--- src/rtl/lzw_pkg.sv ---
//------------------------------------------------------------------------------
// Module   : lzw_pkg
// Brief    : Shared constants and state encoding for the LZW code packer.
// Revision : 1.0
//------------------------------------------------------------------------------
`default_nettype none

package lzw_pkg;

  localparam int CODE_W_DEFAULT = 12;
  localparam int BYTE_W         = 8;

  typedef enum logic [0:0] {
    RUN   = 1'b0,
    DRAIN = 1'b1
  } packer_state_t;

endpackage : lzw_pkg

`default_nettype wire

--- src/rtl/lzw_code_packer.sv ---
//------------------------------------------------------------------------------
// Module   : lzw_code_packer
// Brief    : Packs fixed-width codes MSB-first into a byte stream, with flush.
// Revision : 1.0
//------------------------------------------------------------------------------
`default_nettype none

module lzw_code_packer
  import lzw_pkg::*;
#(
  parameter int CODE_W = CODE_W_DEFAULT,
  parameter int CNT_W  = 32
) (
  input  logic              clk,
  input  logic              rst,
  input  logic              code_valid,
  output logic              code_ready,
  input  logic [CODE_W-1:0] code_data,
  input  logic              flush,
  output logic              byte_valid,
  input  logic              byte_ready,
  output logic [BYTE_W-1:0] byte_data,
  output logic              byte_last,
  output logic              flush_done,
  output logic [CNT_W-1:0]  code_count,
  output logic [CNT_W-1:0]  byte_count
);

  localparam int ACC_W = CODE_W + BYTE_W;
  localparam int CW    = $clog2(ACC_W + 1);

  localparam logic [CW-1:0] c_code_w = CW'(CODE_W);
  localparam logic [CW-1:0] c_byte_w = CW'(BYTE_W);
  localparam logic [CW-1:0] c_room   = CW'(ACC_W - CODE_W);

  logic [ACC_W-1:0]  r_acc;
  logic [CW-1:0]     r_cnt;
  packer_state_t     r_state;
  logic              r_flush_done;
  logic [CNT_W-1:0]  r_code_count;
  logic [CNT_W-1:0]  r_byte_count;

  logic              w_accept;
  logic              w_emit;
  logic              w_bv;
  logic [ACC_W-1:0]  w_acc_sh;
  logic [ACC_W-1:0]  w_code_al;
  logic [ACC_W-1:0]  w_acc_nxt;
  logic [CW-1:0]     w_cnt_sh;
  logic [CW-1:0]     w_cnt_nxt;
  packer_state_t     w_state_nxt;
  logic              w_flush_done_nxt;

  // Ready looks only at registered state so byte_ready never reaches code_ready.
  assign code_ready = !rst && (r_state == RUN) && (r_cnt <= c_room);
  assign byte_valid = !rst && w_bv;
  assign byte_data  = r_acc[ACC_W-1 -: BYTE_W];
  assign byte_last  = !rst && (r_state == DRAIN) && (r_cnt != '0) && (r_cnt <= c_byte_w);
  assign flush_done = r_flush_done;
  assign code_count = r_code_count;
  assign byte_count = r_byte_count;

  assign w_accept = code_valid & code_ready;
  assign w_emit   = byte_valid & byte_ready;

  always_comb begin
    w_bv = 1'b0;
    if (r_state == RUN) w_bv = (r_cnt >= c_byte_w);
    else                w_bv = (r_cnt != '0);
  end

  // Emit first, then insert the new code directly below the remaining bits.
  always_comb begin
    w_acc_sh  = w_emit ? (r_acc << BYTE_W) : r_acc;
    w_cnt_sh  = r_cnt;
    if (w_emit) w_cnt_sh = (r_cnt >= c_byte_w) ? (r_cnt - c_byte_w) : '0;
    w_code_al = {code_data, {BYTE_W{1'b0}}} >> w_cnt_sh;
    w_acc_nxt = w_accept ? (w_acc_sh | w_code_al) : w_acc_sh;
    w_cnt_nxt = w_accept ? (w_cnt_sh + c_code_w) : w_cnt_sh;
  end

  always_comb begin
    w_state_nxt      = r_state;
    w_flush_done_nxt = 1'b0;
    case (r_state)
      RUN: begin
        if (flush) begin
          if (w_cnt_nxt == '0) w_flush_done_nxt = 1'b1;
          else                 w_state_nxt      = DRAIN;
        end
      end
      DRAIN: begin
        if ((r_cnt == '0) || (w_emit && (r_cnt <= c_byte_w))) begin
          w_state_nxt      = RUN;
          w_flush_done_nxt = 1'b1;
        end
      end
      default: w_state_nxt = RUN;
    endcase
  end

  always_ff @(posedge clk) begin
    if (rst) begin
      r_acc        <= '0;
      r_cnt        <= '0;
      r_state      <= RUN;
      r_flush_done <= 1'b0;
      r_code_count <= '0;
      r_byte_count <= '0;
    end else begin
      r_acc        <= w_acc_nxt;
      r_cnt        <= w_cnt_nxt;
      r_state      <= w_state_nxt;
      r_flush_done <= w_flush_done_nxt;
      if (w_accept) r_code_count <= r_code_count + CNT_W'(1);
      if (w_emit)   r_byte_count <= r_byte_count + CNT_W'(1);
    end
  end

endmodule : lzw_code_packer

`default_nettype wire

--- config.mk ---
export PLATFORM = sky130hd
export DESIGN_NAME = lzw_code_packer
export DESIGN_NICKNAME = d
export VERILOG_FILES = /design/src/rtl/lzw_pkg.sv /design/src/rtl/lzw_code_packer.sv
export SDC_FILE = /design/constraint.sdc
export NUM_CORES = 1
export LEC_CHECK = 0
export CAP_MARGIN = 20
export CORE_MARGIN = 4
export CORE_UTILIZATION = 40
export DETAILED_ROUTE_END_ITERATION = 8
export GPL_TIMING_DRIVEN = 0
export SLEW_MARGIN = 20
export SYNTH_ARGS = -nofsm -noshare
export SYNTH_HDL_FRONTEND = slang
export SYNTH_SLANG_ARGS = --single-unit
--- constraint.sdc ---
create_clock -name clk -period 2.35 [get_ports clk]
set_input_delay 0.235 -clock clk [delete_from_list [all_inputs] [get_ports clk]]
set_output_delay 0.235 -clock clk [all_outputs]
set_load 0.005 [all_outputs]
Run 1, M3 wires:
Drawn at 4 px/um.
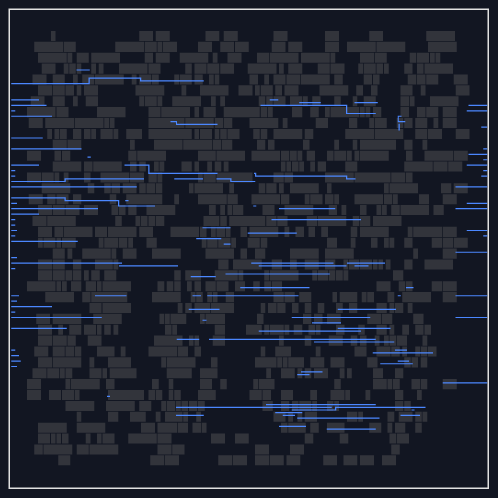
- main direction: horizontal
- longest straight run: 41.4 um
total wire length: 15600 um
routing usage on met3: 5.51%
routed via count: 5030

Run 1, met2 routing:
Drawn at 4 px/um.
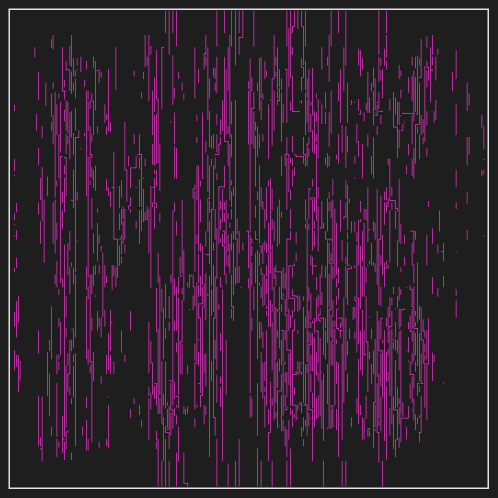
- longest straight run: 48.6 um
- main direction: vertical

==> job_summary.md, run 1 <==
### Flow metrics

| Metric | Value |
|---|---|
| Half-perimeter wire length of the detailed placement result | ~11000 um |
| Synth warnings | 0 |
| Antenna violations before repair | 0 |
| CTS clock-pin slew for the worst setup and hold paths | about 70 ps |
| Top post-synthesis cells by area | sky130_fd_sc_hd__dfxtp_1 (37%), sky130_fd_sc_hd__nor2_1 (6.2%), sky130_fd_sc_hd__nand2_1 (5.8%), sky130_fd_sc_hd__xor2_1 (5.6%), sky130_fd_sc_hd__a21oi_1 (4.1%) |
| Post-CTS setup buffer count | 0 |
| Endpoints failing setup | 0 |
| Count of endpoints failing hold in the final timing report | 0 |
| Number of detailed-routing iterations run before antenna repair | 5 |
| Dominant cell type by area after synthesis | sky130_fd_sc_hd__dfxtp_1 |
| Post-route ant nets | 0 |
| Total of hold buffers inserted after clock tree synthesis | 0 |
| Shortest clock period the worst path allows after layout | approximately 2200 ps |
| Area growth from synthesis to layout | 31.9% |
| Yosys stat chip area | between 0.004 and 0.005 sq mm |
| Leakage power | 2.25 nW |
| Fin nets | about 760 |
| Highest metal used | met4 |
| Relative slew slack | around 60% |
| Number of synthesized flops with an enable pin | 0 |
| Diodes inserted | 0 |
| Largest voltage drop on the vdd net | ~0.43 mV |
| Fillers | 1194 |
| Final design utilization | a little over half |
| RSZ-0062 raised after global routing | false |
| Largest driver fanout on the critical path | 10 |
| Total number of warnings across the stage logs | 26 |
| Synthesized netlist cell count | ~630 |
| Buffer type at the clock tree root | sky130_fd_sc_hd__clkbuf_16 |
| Type of the most critical hold path | reg -> reg |
| CP Launch Type | input pin |
| Area after DPL | about 0.0061 sq mm |
| Data arrival time at the worst-slack endpoint | approximately 2000 ps |
| Design Power | 3.59 mW |
| Asr flop ratio synth | 0% |
| CTS H-Tree Depth | 3 |
| Avg Synthesized Cell Area | about 7.9 sq um |
| Dominant cell by count in the synthesized netlist | sky130_fd_sc_hd__dfxtp_1 |
| Met2 WL post-DR | a little over 7000 um |
| Cell variety after synth | 60 |
| Number of resized instances in the post-cts repair step | 19 |
| Number of clock buffers inserted by TritonCTS | 9 |
| Die outline height | 119 um |
| Pre-CTS WS | -490 ps |
| Period utilisation layout | between 90% and 100% |
| Count of input and output buffers | ~90 |
| Setup clock skew after layout | roughly 11 ps |
| Number of sinks on the clock net | 91 |
| Met3 wire len | between 1000 and 1500 um |
| Number of synthesized register bits | 91 |
| Final instance area | about 0.0065 sq mm |
| Met2 demand-to-capacity share in global routing | roughly a third |
| Prevailing post-synth register cell | sky130_fd_sc_hd__dfxtp_1 |
| Share of the synthesized area in the top cell type | 36.7% |
| Type of the setup path with the least slack | in -> out |
| Worst hold slack | roughly 470 ps |
| Combined area of all synthesized cells | 0.00496 sq mm |
| Number of max-capacitance violations reported | 0 |
| Number of standard cells in the final layout excluding fillers | 910 |
| Areal power density over the cells | 549 mW/mm^2 |
| Part of the Yosys area used for sequential elements | 36.7% |
| Maximum number of pins on one net before global-route repair | 18 |
| Run status | finished, final reports clean |
| Share of post-route cells with drive strength above 1 | 10.5% |
| Pins over their slew limit | 0 |
| Last weighted congestion value of the routability-driven placer | 0.916 |
| Number of top-level design ports | 93 |
| Grt ovf | 0 |
| FMAX | around 450 MHz |
| Die area | approximately 0.014 sq mm |
| Remaining design rule violation count | 0 |
| Core utilization before placement | around two fifths |
| Horizontal die dimension | 119 um |
| Detailed router's first-iteration violation count | ~330 |
| Number of placed instances with taps included | slightly below 900 |
| Cell count in the Yosys report | between 600 and 700 |
| Via count of the first global-routing pass | between 4000 and 5000 |
| Worst-case setup margin in the final layout | 124 ps |
| Top library cells by usage in the layout, fill and taps aside | sky130_fd_sc_hd__dfxtp_1 (91), sky130_fd_sc_hd__clkdlybuf4s50_1 (91), sky130_fd_sc_hd__nor2_1 (82) |
| Largest buffer count on any clock path | 2 |
| Required time reported for the critical path endpoint | around 2100 ps |
| Worst-skew pair later-pin latency | roughly 350 ps |
| Clock tree from TritonCTS | built |
| Fin Setup TNS | 0 ps |
| Detailed-routing wirelength on met1 | around 7000 um |
| Global-route wire length before repair | between 20000 and 30000 um |
| Number of rows created at floorplan | about 40 |
| Worst-margin pin slew | 595 ps |
| Core footprint | 0.0121 sq mm |
| Via density per instance | approximately 5.5 |
Run 1, M4 wires:
Drawn at 3 px/um. Supply wires on this layer in gray.
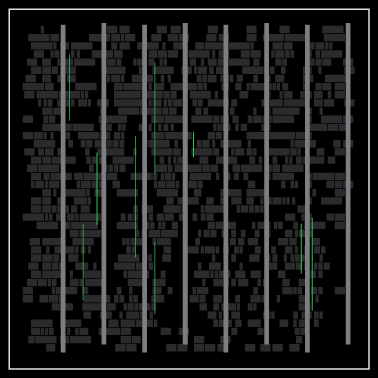
- wire length on this layer: 226 um
- nets with wire on the layer: 7
- share of all routed wire: 1.5%
- main direction: vertical
- longest straight run: 40.1 um

Run 1, congestion heat map:
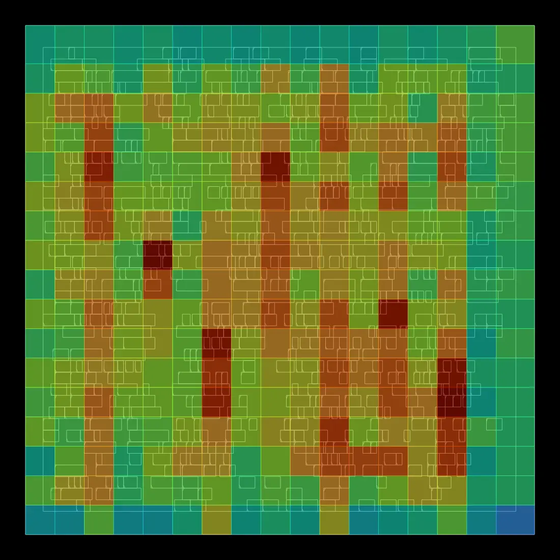
most crowded layer after global routing: met2
Wirelength per Cell: 17.1 um
Total GRT Usage: 21.6%
fraction of met1 tracks used by global routing: 29.1%

==> run 1: state kept, by name (all words and copies together) (netlist names) <==
| signal | cells |
|---|---|
| flush_done | 1 |
| r_state | 1 |
| r_acc | 20 |
| r_cnt | 5 |
| code_count | 32 |
| byte_count | 32 |
==> run 1: critical path, cell delays in order <==
cell	delay, ps
sky130_fd_sc_hd__clkdlybuf4s50_1	420
sky130_fd_sc_hd__clkbuf_4	210
sky130_fd_sc_hd__clkbuf_4	220
sky130_fd_sc_hd__clkbuf_4	230
sky130_fd_sc_hd__a21oi_2	150
sky130_fd_sc_hd__clkdlybuf4s50_1	520
==> run 1: worst paths after layout <==
path	from	endpoint	slack (ps)	cells past startpoint
setup / recovery	rst	byte_valid	120	6
hold / removal	r_acc[3]	r_acc[3]	470	2
setup reg to reg	r_cnt[1]	r_acc[12]	130	7
hold reg to reg	r_acc[3]	r_acc[3]	470	2
==> run 1: cells by family after synthesis <==
logic type | count (synthesis) | synth area share, %
AND-OR/OR-AND | 130 | 16.7
buffers and inverters | 51 | 5.09
XOR/XNOR | 52 | 9.18
AND/OR/NAND/NOR | 291 | 29.2
flip-flops | 91 | 36.7
multiplexers | 13 | 2.67
adder cells (fa/ha/maj) | 2 | 0.504
==> run 1: final cells by class <==
type,count,area [sq um],area share [%]
clock buffers,9,225,3.44
plain buffers,43,254,3.88
inverters,8,30.0,0.459
well taps,168,210,3.21
multi-input cells,488,2970,45.4
clock inverters,7,82.6,1.26
repair buffers,96,950,14.5
flip-flops and latches,91,1820,27.8
==> run 1: power breakdown <==
group	internal, mW	switching (mW)	total [mW]
clock network	0.846	0.661	1.51
logic	0.199	0.278	0.477
registers	1.58	0.0277	1.61
total	2.62	0.967	3.59
==> run 2: changes to the inputs <==
Settings changed: CTS_CLUSTER_DIAMETER set to 150.
==> run 2 against run 1 <==
Maximum frequency stayed put. Sequential power about the same. Sequential share of layout area stayed put. Non-clock buffer count unchanged. Total power unchanged. Global-route usage is the same. Critical endpoint unchanged. Sequential cell count did not move. Design area unchanged. First-iteration DRC count did not move.
==> job_summary.md, run 2 <==
### Flow metrics

| Metric | Value |
|---|---|
| Run status | finished, final reports clean (unchanged) |
| Routed via count | 5030 (unchanged) |
| Number of detailed-routing iterations run before antenna repair | 5 (unchanged) |
| Number of placed instances with taps included | 890 (unchanged) |
| Number of clock buffers inserted by TritonCTS | 9 (unchanged) |
| Largest buffer count on any clock path | 2 (unchanged) |
| Number of sinks on the clock net | 91 (unchanged) |
| Synth warnings | 0 (unchanged) |
| Leakage power | 2.25 nW (unchanged) |
| Core utilization before placement | 41.1% (unchanged) |
| FMAX | 449 MHz (unchanged) |
| Share of post-route cells with drive strength above 1 | 10.5% (unchanged) |
| Type of the most critical hold path | reg -> reg (unchanged) |
| Highest metal used | met4 (unchanged) |
| Worst-case register-to-register setup slack | 130 ps (about the same) |
| Horizontal die dimension | 119 um (unchanged) |
| Type of the setup path with the least slack | in -> out (unchanged) |
| Most numerous cell on the critical path | sky130_fd_sc_hd__clkbuf_4 (unchanged) |
| Combined buffer and inverter count along the critical path | 5 (unchanged) |
| Number of standard cells in the final layout excluding fillers | 910 (unchanged) |
| R2r worst-path depth | 7 (unchanged) |
| Combined area of all synthesized cells | 0.00496 sq mm (unchanged) |
| Fin nets | 756 (unchanged) |
| Largest voltage drop on the vdd net | 0.433 mV (unchanged) |
| Half-perimeter wire length of the detailed placement result | 11500 um (unchanged) |
| Capturing point of the worst reg2reg path | r_acc[12] (unchanged) |
| Yosys stat chip area | 0.00496 sq mm (unchanged) |
| Via count of the first global-routing pass | 4788 (unchanged) |
| Post-route ant nets | 0 (unchanged) |
| Number of cells on the worst hold path | 2 (unchanged) |
| Grt ovf | 0 (unchanged) |
| Last weighted congestion value of the routability-driven placer | 0.916 (unchanged) |
| RSZ-0062 raised after global routing | false (unchanged) |
| Post-synthesis share of cell area spent on full adders, half adders and majority gates | 0.504% (unchanged) |
| Total number of warnings across the stage logs | 26 (unchanged) |
| CTS H-Tree Depth | 3 (unchanged) |
| Number of synthesized flops with an enable pin | 0 (unchanged) |
| Dominant cell type by area after synthesis | sky130_fd_sc_hd__dfxtp_1 (unchanged) |
| Remaining design rule violation count | 0 (unchanged) |
| Die area | 0.0143 sq mm (unchanged) |
| Asr flop ratio synth | 0% (unchanged) |
| Slowest stage cell, crit path | sky130_fd_sc_hd__clkdlybuf4s50_1 (unchanged) |
| Top post-synthesis cells by area | sky130_fd_sc_hd__dfxtp_1 (37%), sky130_fd_sc_hd__nor2_1 (6.2%), sky130_fd_sc_hd__nand2_1 (5.8%), sky130_fd_sc_hd__xor2_1 (5.6%), sky130_fd_sc_hd__a21oi_1 (4.1%) (unchanged) |
| Prevailing post-synth register cell | sky130_fd_sc_hd__dfxtp_1 (unchanged) |
| Data arrival time at the worst-slack endpoint | 1990 ps (about the same) |
| Number of rows created at floorplan | 40 (unchanged) |
| Design Power | 3.59 mW (unchanged) |
| CTS clock-pin slew for the worst setup and hold paths | 70 ps (about the same) |
| Wirelength per Cell | 17.1 um (unchanged) |
| Worst R2R Start | r_cnt[1] (unchanged) |
| Number of max-capacitance violations reported | 0 (unchanged) |
| Post-synthesis mux area share | 2.67% (unchanged) |
| Top logic family | simple AND/OR/NAND/NOR gates (unchanged) |
| Total GRT Usage | 21.6% (unchanged) |
| Most crowded layer after global routing | met2 (unchanged) |
| Global-route wire length before repair | 25100 um (unchanged) |
| Fillers | 1194 (unchanged) |
| Worst-skew pair later-pin latency | 350 ps (about the same) |
| Count of input and output buffers | 92 (unchanged) |
| Required time reported for the critical path endpoint | 2120 ps (about the same) |
| Die outline height | 119 um (unchanged) |
| Detailed-routing wirelength on met1 | 7090 um (unchanged) |
| Shortest clock period the worst path allows after layout | 2230 ps (unchanged) |
| Hold EP | r_acc[3] (unchanged) |
| CP delay by family, top | buffers and inverters (unchanged) |
| Crit path cell chain | clkdlybuf4s50_1, clkbuf_4, clkbuf_4, clkbuf_4, a21oi_2, clkdlybuf4s50_1 (unchanged) |
| Beginning of the worst hold path | r_acc[3] (unchanged) |
| Share of the synthesized area in the top cell type | 36.7% (unchanged) |
| Fraction of met1 tracks used by global routing | 29.1% (unchanged) |
| Met2 WL post-DR | 7140 um (unchanged) |
| Detailed router's first-iteration violation count | 327 (unchanged) |
| CP max stage delay | 520 ps (about the same) |
| Top library cells by usage in the layout, fill and taps aside | sky130_fd_sc_hd__dfxtp_1 (91), sky130_fd_sc_hd__clkdlybuf4s50_1 (91), sky130_fd_sc_hd__nor2_1 (82) (unchanged) |
==> run 2: worst max-delay path by stage <==
stage,start,slack (ps),end
2_1_floorplan,r_state,390,code_count[19]
3_3_place_gp,rst,-500,r_acc[10]
3_5_place_dp,rst,-490,byte_count[29]
4_1_cts,rst,10,r_acc[8]
5_1_grt,r_cnt[4],1,code_count[14]
6_report,rst,120,byte_valid
==> run 2: through the flow <==
step	hold WS (ps)	setup TNS [ps]	setup slack [ps]	utilization, %	instance area (sq um)
after floorplan	366	0	392	-	4960
after global placement	443	-13890	-505	50.5	6090
after detailed placement	452	-14690	-490	50.5	6090
after CTS	466	0	13.2	53.5	6460
after global routing	496	0	1.16	54.3	6550
final	467	0	124	54.3	6550
==> run 2: cell families after synthesis <==
kind of cell             count (synthesis)
AND/OR/NAND/NOR                        291
AND-OR/OR-AND                          130
flip-flops                              91
XOR/XNOR                                52
buffers and inverters                   51
multiplexers                            13
adder cells (fa/ha/maj)                  2
==> run 2: final cells by class <==
type                    instances  area, sq um  share of cell area, %
repair buffers                 96          950                   14.5
inverters                       8         30.0                  0.459
multi-input cells             488         2970                   45.4
clock buffers                   9          225                   3.44
flip-flops and latches         91         1820                   27.8
plain buffers                  43          254                   3.88
clock inverters                 7         82.6                   1.26
well taps                     168          210                   3.21
==> run 2: repair_timing <==
item	4_1_cts	5_1_grt
pin swaps	1	0
setup buffers	0	4
hold buffers	0	0
gates resized	19	20
setup endpoints to repair	24	33
==> run 2: power by group <==
part	switching, mW	total, mW	internal [mW]	leakage [nW]
combinational	0.278	0.477	0.199	1.37
sequential	0.0277	1.61	1.58	0.736
clock	0.661	1.51	0.846	0.150
Run 2, congestion heat map:
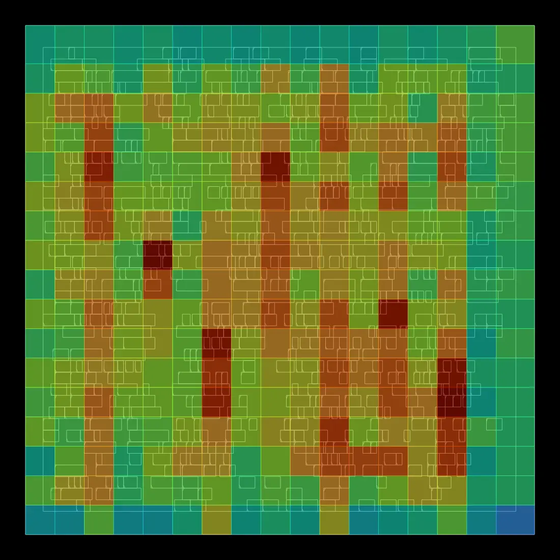
final design utilization: 54.3%
met2 demand-to-capacity share in global routing: 34.3%

Run 2, M3 wires:
Drawn at 4 px/um.
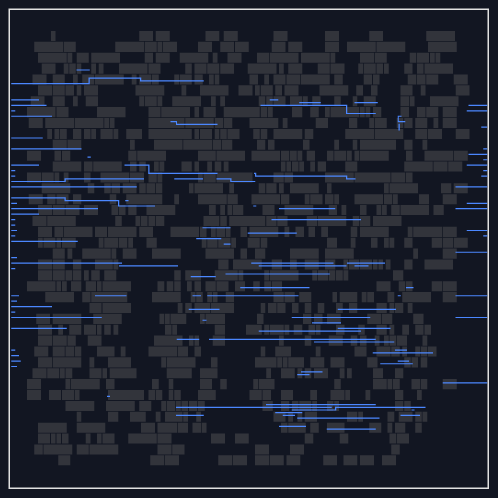
- main direction: horizontal
- nets with wire on the layer: 98

Power figures rest on the tool's default switching activity, not on a simulated workload.
